Design mem_arbiter, sky130hd; sources not shown.
Fig. 1: signal wires by layer
The bar under the picture is 20 µm long. Two of the layers only.
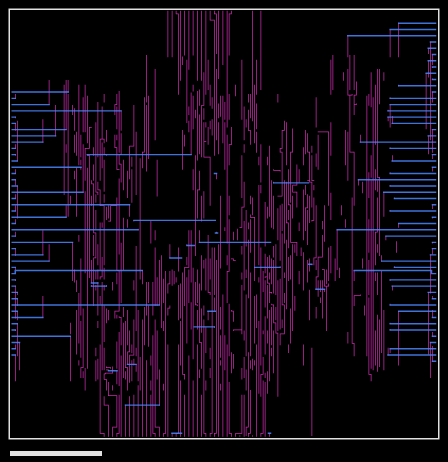
| colour | layer | wire length |
|---|---|---|
| blue | M3 | 772 µm |
| magenta | M2 | 4490 µm |
DR WL/cell: 19.7 µm
Routed WL: 8.87 mm

Fig. 2: clock distribution
The bar under the picture is 20 µm long.
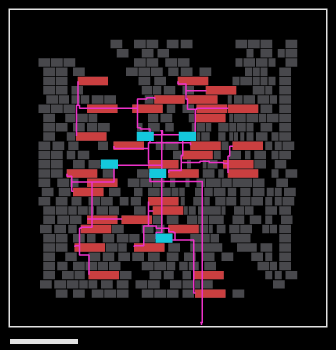
[red] flip-flops | count: 33
[cyan] clock-net drivers | count: 5
[magenta] clock wires | length: 417 µm
routed clock nets: 6
clk ins delay skew pair: 0.28 ns
clock network power: 0.278 mW
proportion of power drawn by the clock network: 0.118

==> qor.yml <==
maxSlewViolCount: 0
grt_max_degree: 42
syn_inst: 223
yosys.stat.seqShare: 0.367
dp_hpwl_mm: 6.87
worstSetupEndpointType: "output pin"
ant_nets: 0
ys_ff: 33
post_cts_buffers: 0
floorplan.nets: 321
lay_top_cells: "clkdlybuf4s50_1, and2_1, dfrtp_1"
yosys-stat-area_um2: 2250
die_w_um: 93.0
power.sequential.fraction: 0.261
core_um2: 5820
n_fill_cell: 487
first_pass_iters: 6
finalCritPeriodShare: 0.914
final_nets: 472
critPathMaxFanout: 8
grt_pass1_wl_mm: 14.3
intPower_mw: 1.37
synth_cell_types: 38
path_clk_slew_ns: 0.07
drive_above_1_share: 0.0747
finalInstanceArea_um2: 3990
initCoreUtil: 0.387
cts_root_buf: "clkbuf_8"
floorplan.rows: 28
power_mw: 2.35
ys_cells: 223
grt-ovfl-total: 0
worst_ep_required_time_ns: 2.92
place_area_um2: 3900
leakage_nw: 1.74
netlist_area_um2: 2250
first_iter_violations: 117
synth_area_per_cell_um2: 10.1
tool_warnings: 26
largest_reg_flops: 12
gp_congestion: 0.834
cts_resized: 0
critical_path_class: "reg -> out"
combPwrFrac: 0.621
p_per_area_nw_per_um2: 590
grt_pass1_vias: 2758
max_freq_mhz: 313
cts_tree: "built"
holdWs_ns: 0.256
tns_ns: 0
start_kind: "flop"
drc: 0
seq_area_um2: 826
setup_viol: 0
area_delta_synth_final_pct: 77.1
lay_top_count: "clkdlybuf4s50_1"
hold_class: "in -> async"
fin_crit_ns: 3.20
switching_power_mw: 0.982
cts_buffers: 5
ios: 156
r2r_cells: 6
hold_viol: 0
switching_share: 0.417
dr_total_vias: 2492
cts.sinks: 33
status: "finished, final reports clean"
logic_area_um2: 1360
maxCapViolCount: 0
holdBufCountCts: 0
port_buffers: 155
worst_ir_drop_vdd_v: 0.000314
worstPathArrival_ns: 2.62
antenna_found_initial: 0
ys_warn_count: 0
viasPerCell: 5.54
dieArea_um2: 8640
ff2ff_setup_slack_ns: 0.93
cts_htree_levels: 2
num_antenna_cells: 0
die_h_um: 93.0
slew_headroom: 0.182
tightest_slew_ns: 1.22
clk_path_buf_depth: 2
rsz0062_at_grt: "false"
track_usage: 0.205
-- through the flow --
stage / instances / util / setup WS, ns
floorplan: 223 / - / 1.41
detailed placement: 442 / 0.671 / 0.141
finish: 450 / 0.685 / 0.301
global route: 450 / 0.685 / 0.172
CTS: 450 / 0.685 / 0.302
global placement: 442 / 0.671 / 0.210
-- cell type report --
cell class | count | share of cell area
clock buffers | 5 | 0.0173
well taps | 75 | 0.0235
flip-flops and latches | 33 | 0.207
multi-input cells | 167 | 0.341
repair buffers | 163 | 0.403
inverters | 4 | 0.00377
clock inverters | 3 | 0.00439
-- cell usage after synthesis --
master,count,area (µm²)
and2_1,34,213
dfrtp_1,33,826
o211a_1,22,220
a2111oi_0,20,175
a211oi_1,20,150
mux2i_1,20,200
clkbuf_1,15,56.3
nor2_1,6,22.5
nand2_1,5,18.8
buf_2,4,20.0
inv_1,4,15.0
nor3_1,3,15.0
a21oi_1,2,10.0
a31o_1,2,17.5
and3_1,2,12.5
nand2b_1,2,12.5
nor3b_1,2,15.0
o211ai_1,2,15.0
o21ai_0,2,10.0
o21ai_2,2,17.5
o2bb2ai_1,2,17.5
xnor2_1,2,17.5
xor2_2,2,32.5
a211o_1,1,8.76
a22o_1,1,8.76
a22oi_1,1,7.51
a2bb2oi_1,1,8.76
a2bb2oi_2,1,15.0
a311o_1,1,10.0
a31oi_1,1,6.26
mux2_2,1,11.3
nor3_2,1,10.0
o21a_1,1,7.51
o22ai_1,1,6.26
o31a_1,1,8.76
or3b_2,1,8.76
or4_1,1,7.51
xnor2_2,1,16.3
-- layer usage --
metal / share of wire / GRT usage / up-vias
met5: 0 / 0 / -
met4: 0.016 / 0.0617 / 0
met3: 0.087 / 0.0720 / 12
met2: 0.51 / 0.369 / 126
met1: 0.39 / 0.220 / 1184
li1: - / - / 1170
-- power groups by stage --
stage | clock, mW | sequential (mW) | combinational (mW)
2_1_floorplan | 0 | 0.653 | 0.783
3_5_place_dp | 0 | 0.619 | 1.46
3_3_place_gp | 0 | 0.609 | 1.41
5_1_grt | 0.305 | 0.631 | 1.58
4_1_cts | 0.286 | 0.612 | 1.46
6_report | 0.278 | 0.613 | 1.46
-- cells by family (layout without fill, tap and decap cells) --
| group | count (synthesis) | count (layout) | synth area share |
|---|---|---|---|
| compound gates | 84 | 84 | 0.320 |
| simple gates | 57 | 57 | 0.149 |
| flops | 33 | 33 | 0.367 |
| buf+inv | 23 | 175 | 0.0406 |
| mux | 21 | 21 | 0.0939 |
| xor+xnor | 5 | 5 | 0.0295 |
-- worst max-delay path: stages, from the launching register on --
cell and delay, ns:
dfrtp_1 0.40, or3b_2 0.52, nor3_1 0.64, and2_1 0.24, clkdlybuf4s50_1 0.54
No activity file was given, so power comes from the tool's default toggle rates.
